## config.mk

```make
export PLATFORM = sky130hd
export DESIGN_NAME = uart_rx_flat
export DESIGN_NICKNAME = d
export VERILOG_FILES = /design/src/rtl/uart_rx_if.sv /design/src/rtl/uart_rx.sv /design/src/flat_wrapper.sv
export SDC_FILE = /design/constraint.sdc
export NUM_CORES = 1
export LEC_CHECK = 0
export CAP_MARGIN = 20
export CORE_UTILIZATION = 30
export CTS_CLUSTER_SIZE = 25
export DETAILED_ROUTE_END_ITERATION = 8
export DONT_BUFFER_PORTS = 1
export GPL_ROUTABILITY_DRIVEN = 0
export SYNTH_ARGS = -nofsm -noshare
export SYNTH_HDL_FRONTEND = slang
export SYNTH_SLANG_ARGS = --single-unit
```

## constraint.sdc

```tcl
create_clock -name iCLK -period 1.7 [get_ports iCLK]
set_input_delay 0.34 -clock iCLK [delete_from_list [all_inputs] [get_ports iCLK]]
set_output_delay 0.34 -clock iCLK [all_outputs]
set_load 0.005 [all_outputs]
```

## src/rtl/uart_rx_if.sv

```systemverilog
// uart_rx_if: serial input and byte handshake bundle for uart_rx
// Signals: iRXD serial line (idle high), iACK consumer took oDATA,
//   oDATA received byte, oVALID byte pending, oFRAME_ERR/oOVERRUN/oPARITY_ERR
//   one-cycle pulses, oBUSY receiver not idle.
// master: the side driving the line and acknowledging; slave: the receiver.
interface uart_rx_if;
    logic       iRXD;
    logic       iACK;
    logic [7:0] oDATA;
    logic       oVALID;
    logic       oFRAME_ERR;
    logic       oOVERRUN;
    logic       oBUSY;
    logic       oPARITY_ERR;
    modport master (output iRXD, iACK, input oDATA, oVALID, oFRAME_ERR, oOVERRUN, oBUSY, oPARITY_ERR);
    modport slave  (input iRXD, iACK, output oDATA, oVALID, oFRAME_ERR, oOVERRUN, oBUSY, oPARITY_ERR);
endinterface

```

## src/rtl/uart_rx.sv

```systemverilog
// uart_rx: 8N1 UART receiver with oversampling, 2-of-3 majority vote and valid/ack output
// Ports: iCLK clock; iRST asynchronous active-high reset; bus (uart_rx_if.slave)
//   carries iRXD, iACK, oDATA, oVALID, oFRAME_ERR, oOVERRUN, oBUSY, oPARITY_ERR.
// Defining UART_RX_PARITY_EN adds one even-parity bit after the data bits.
module uart_rx #(
    parameter int CLK_FREQ   = 50000000,
    parameter int BAUD       = 115200,
    parameter int OVERSAMPLE = 16
) (
    input logic      iCLK,
    input logic      iRST,
    uart_rx_if.slave bus
);
    localparam int TICK_DIV = CLK_FREQ / (BAUD * OVERSAMPLE);
    localparam int DW       = TICK_DIV > 1 ? $clog2(TICK_DIV) : 1;
    localparam int OW       = $clog2(OVERSAMPLE);
    localparam int MID      = OVERSAMPLE / 2;

    typedef enum logic [2:0] {
        IDLE, START, DATA, STOP, BREAK
`ifdef UART_RX_PARITY_EN
        , PARITY
`endif
    } state_t;

    state_t        state, nxt;
    logic          rx_s1, rx_s2, rx_prev;
    logic          fall, start_go, tick, decide, maj;
    logic          deliver, ferr, shift_en;
    logic [DW-1:0] div_cnt;
    logic [OW-1:0] os_cnt;
    logic [2:0]    bit_cnt;
    logic [1:0]    samp;
    logic [7:0]    shift;
`ifdef UART_RX_PARITY_EN
    logic          par_chk, par_bad;
`endif

    assign fall      = rx_prev & ~rx_s2;
    assign start_go  = (state == IDLE) && fall;
    assign tick      = (div_cnt == DW'(TICK_DIV - 1));
    assign decide    = tick && (os_cnt == OW'(MID + 1));
    // the two earlier mid-bit samples vote together with the line at the decision tick
    assign maj       = (samp[0] & samp[1]) | (samp[0] & rx_s2) | (samp[1] & rx_s2);
    assign bus.oBUSY = (state != IDLE);

    // rx_prev is one more stage so a 1->0 transition can be seen on the synchronized line
    always_ff @(posedge iCLK or posedge iRST)
        if (iRST) {rx_s1, rx_s2, rx_prev} <= 3'b111;
        else {rx_s1, rx_s2, rx_prev} <= {bus.iRXD, rx_s1, rx_s2};

    // the tick divider restarts on the start edge so bit centres line up with it
    always_ff @(posedge iCLK or posedge iRST) begin
        if (iRST) begin
            div_cnt <= '0;
            os_cnt  <= '0;
            samp    <= '0;
        end else begin
            div_cnt <= (start_go || tick) ? '0 : div_cnt + 1'b1;
            os_cnt  <= (state == IDLE) ? '0 : !tick ? os_cnt :
                       (os_cnt == OW'(OVERSAMPLE - 1)) ? '0 : os_cnt + 1'b1;
            if (tick && os_cnt == OW'(MID - 1)) samp[0] <= rx_s2;
            if (tick && os_cnt == OW'(MID)) samp[1] <= rx_s2;
        end
    end

    always_ff @(posedge iCLK or posedge iRST)
        if (iRST) state <= IDLE;
        else state <= nxt;

    always_comb begin
        nxt      = state;
        deliver  = 1'b0;
        ferr     = 1'b0;
        shift_en = 1'b0;
`ifdef UART_RX_PARITY_EN
        par_chk  = 1'b0;
`endif
        case (state)
            IDLE:  nxt = fall ? START : IDLE;
            START: nxt = !decide ? START : maj ? IDLE : DATA;
            DATA: begin
                shift_en = decide;
`ifdef UART_RX_PARITY_EN
                if (decide && bit_cnt == 3'd7) nxt = PARITY;
`else
                if (decide && bit_cnt == 3'd7) nxt = STOP;
`endif
            end
`ifdef UART_RX_PARITY_EN
            PARITY: begin
                par_chk = decide;
                nxt     = decide ? STOP : PARITY;
            end
`endif
            // leaving at mid stop bit leaves half a bit to catch a back-to-back start edge
            STOP: begin
                deliver = decide & maj;
                ferr    = decide & ~maj;
                nxt     = !decide ? STOP : maj ? IDLE : BREAK;
            end
            BREAK:   nxt = rx_s2 ? IDLE : BREAK;
            default: nxt = IDLE;
        endcase
    end

    always_ff @(posedge iCLK or posedge iRST) begin
        if (iRST) begin
            bit_cnt        <= '0;
            shift          <= '0;
            bus.oDATA      <= '0;
            bus.oVALID     <= 1'b0;
            bus.oFRAME_ERR <= 1'b0;
            bus.oOVERRUN   <= 1'b0;
        end else begin
            if (start_go) bit_cnt <= '0;
            else if (shift_en) bit_cnt <= bit_cnt + 1'b1;
            if (shift_en) shift <= {maj, shift[7:1]};
            if (deliver) bus.oDATA <= shift;
            // a byte landing with iACK wins over the ack, so oVALID stays set
            bus.oVALID     <= deliver | (bus.oVALID & ~bus.iACK);
            bus.oFRAME_ERR <= ferr;
            bus.oOVERRUN   <= deliver & bus.oVALID & ~bus.iACK;
        end
    end

`ifdef UART_RX_PARITY_EN
    always_ff @(posedge iCLK or posedge iRST) begin
        if (iRST) begin
            par_bad         <= 1'b0;
            bus.oPARITY_ERR <= 1'b0;
        end else begin
            if (par_chk) par_bad <= maj ^ (^shift);
            bus.oPARITY_ERR <= deliver & par_bad;
        end
    end
`else
    assign bus.oPARITY_ERR = 1'b0;
`endif
endmodule
```

## src/flat_wrapper.sv

```systemverilog
// flat-port wrapper written by rule: the top's interface ports become plain ports
module uart_rx_flat 
#(
    parameter int CLK_FREQ   = 50000000,
    parameter int BAUD       = 115200,
    parameter int OVERSAMPLE = 16
)
  (iCLK, iRST, bus_iRXD, bus_iACK, bus_oDATA, bus_oVALID, bus_oFRAME_ERR, bus_oOVERRUN, bus_oBUSY, bus_oPARITY_ERR);
  uart_rx_if bus_i ();
  input logic iCLK;
  input logic iRST;
  input wire logic [$bits(bus_i.iRXD)-1:0] bus_iRXD;
  input wire logic [$bits(bus_i.iACK)-1:0] bus_iACK;
  output wire logic [$bits(bus_i.oDATA)-1:0] bus_oDATA;
  output wire logic [$bits(bus_i.oVALID)-1:0] bus_oVALID;
  output wire logic [$bits(bus_i.oFRAME_ERR)-1:0] bus_oFRAME_ERR;
  output wire logic [$bits(bus_i.oOVERRUN)-1:0] bus_oOVERRUN;
  output wire logic [$bits(bus_i.oBUSY)-1:0] bus_oBUSY;
  output wire logic [$bits(bus_i.oPARITY_ERR)-1:0] bus_oPARITY_ERR;
  assign bus_i.iRXD = bus_iRXD;
  assign bus_i.iACK = bus_iACK;
  assign bus_oDATA = bus_i.oDATA;
  assign bus_oVALID = bus_i.oVALID;
  assign bus_oFRAME_ERR = bus_i.oFRAME_ERR;
  assign bus_oOVERRUN = bus_i.oOVERRUN;
  assign bus_oBUSY = bus_i.oBUSY;
  assign bus_oPARITY_ERR = bus_i.oPARITY_ERR;
  uart_rx #(.CLK_FREQ(CLK_FREQ), .BAUD(BAUD), .OVERSAMPLE(OVERSAMPLE)) u_core (.iCLK(iCLK), .iRST(iRST), .bus(bus_i));
endmodule
```

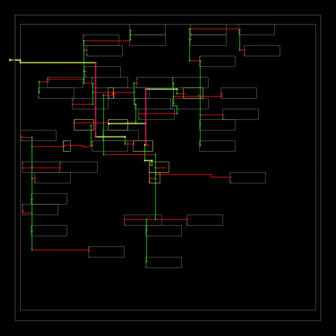
Fig. 1. Clock wiring as the flow saved it.
clkbuf count: 6
skew final: 0.00621 ns
CTS sink count: 39

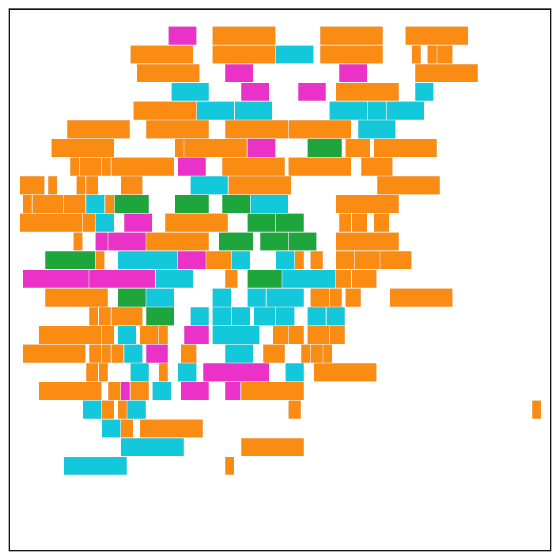
Fig. 2. Sizing map.
Green shows x6 and larger, cells 13. Orange shows x1 and smaller, cells 101. Cyan shows x3 and x4, cells 42. Magenta shows x2, cells 19.

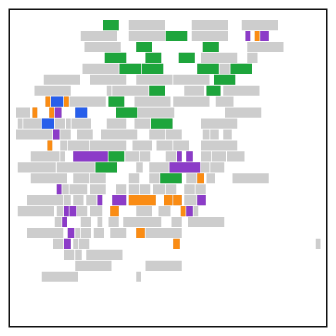
Fig. 3. Gate-type map.
Blue shows xor and xnor cells, cells 3, most used xor2_1. Purple shows nand cells, cells 18, most used nand3_1. Orange shows nor cells, cells 14, most used nor2_1. Green shows mux cells, cells 20, most used mux2_4, where top centre.

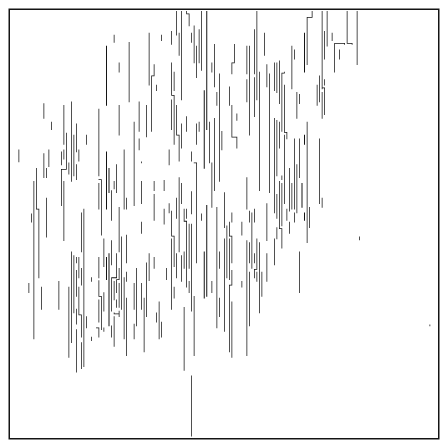
Fig. 4. Metal 2.
The layer holds 50% of the routed length. 164 nets have wire on it. The wires run mostly vertical. The layer carries 1700 um of wire. The longest straight run is 28.9 um.

==> results_slide.txt <==
Flow Results at a Glance

Route
  – 1st-iter DRT viols: 53
  – Via-to-Cell Ratio: 4.71

Timing
  – Final worst slack: 0.00178 ns
  – Final Setup Violations: 0
  – Least-Margin Pin Slew: 0.557 ns
  – RSZ-0062 raised after global routing: yes

Floorplan
  – Row cnt: 27
  – Ports: 17
  – CORE AREA: 5570 um2
  – Floorplan core density: 0.315

Yosys
  – Aoi share: 0.0520
  – Top cells by area, synth: dfrtp_1, mux2_2, ha_1
  – Post-Synthesis Cells: 140
  – Simple-gate area share of the yosys netlist: 0.157
  – Count of library flops with an enable pin: 0
  – Library cells used by synthesis: 35
  – Top-count cell post-synth: dfrtp_1
  – Commonest cells post-synth: dfrtp_1, mux2_2, inv_1, nand3_1, nor2_1
  – Register bit total from synthesis: 39

Power
  – Cell area power density: 1020 nW/um2

Global route
  – GR Overflow Total: 0
  – GRT Resource Usage Total: 0.123
  – Global routing's busiest layer: met2

Critical path
  – Crit. End Element: flop
  – Critical path, cell by cell: inv_2, ha_4, and4b_2, nor3b_4, buf_6, mux2_4
  – Worst setup path start: u_core.os_cnt[1]$_DFFE_PP0P_
  – Worst path required time: 1.87 ns
  – CP max stage delay: 0.40 ns
  – CP max-delay cell: dfrtp_1

Layout
  – Largest regs: u_core.bus.oDATA: 8 flops, u_core.shift: 8 flops, u_core.div_cnt: 5 flops
  – Final core utilization: 0.408
  – Total Nets Final: 185
  – Top cell excl fill/tap: dfrtp_1
  – Most common logic cells in the final layout: dfrtp_1, buf_4, mux2_4
  – Final Cell Area: 2270 um2
  – Logic area: 816 um2
  – Filler Cells Inserted: 508

Placed design
  – # port buffers: 0
  – Place WS: -0.0261 ns

CTS
  – Setup Buffers After CTS: 7
  – Clock latency at the later pin of the worst-skew pair: 0.28 ns

Run
  – Max-Cap Viols: 0
  – OpenROAD warning count: 32

Status
  – Status: completed

Min path
  – Worst hold stages: 0
  – Worst Hold Path EP: u_core.rx_s1$_DFF_PP1_
-- where the power goes --
part	internal, uW	switching, uW
logic	320	272
registers	1020	94.7
clock network	287	311
-- cell type report --
cell class / instances / share of cell area
inverters: 8 / 0.0132
clock inverters: 2 / 0.00550
flip-flops and latches: 39 / 0.431
repair buffers: 31 / 0.120
clock buffers: 6 / 0.0319
multi-input cells: 89 / 0.359
well taps: 72 / 0.0396
-- through the flow --
step | std cells | total power [uW] | hold slack [ns] | TNS, ns
after floorplan | 140 | 1400 | 0.344 | -0.0660
after global placement | 226 | 1550 | 0.295 | 0
after detailed placement | 226 | 1590 | 0.307 | -0.197
after CTS | 243 | 2280 | 0.0413 | -0.189
after global routing | 247 | 2460 | 0.0339 | -0.412
final | 247 | 2310 | 0.0523 | 0
Power and IR drop assume default switching activity.
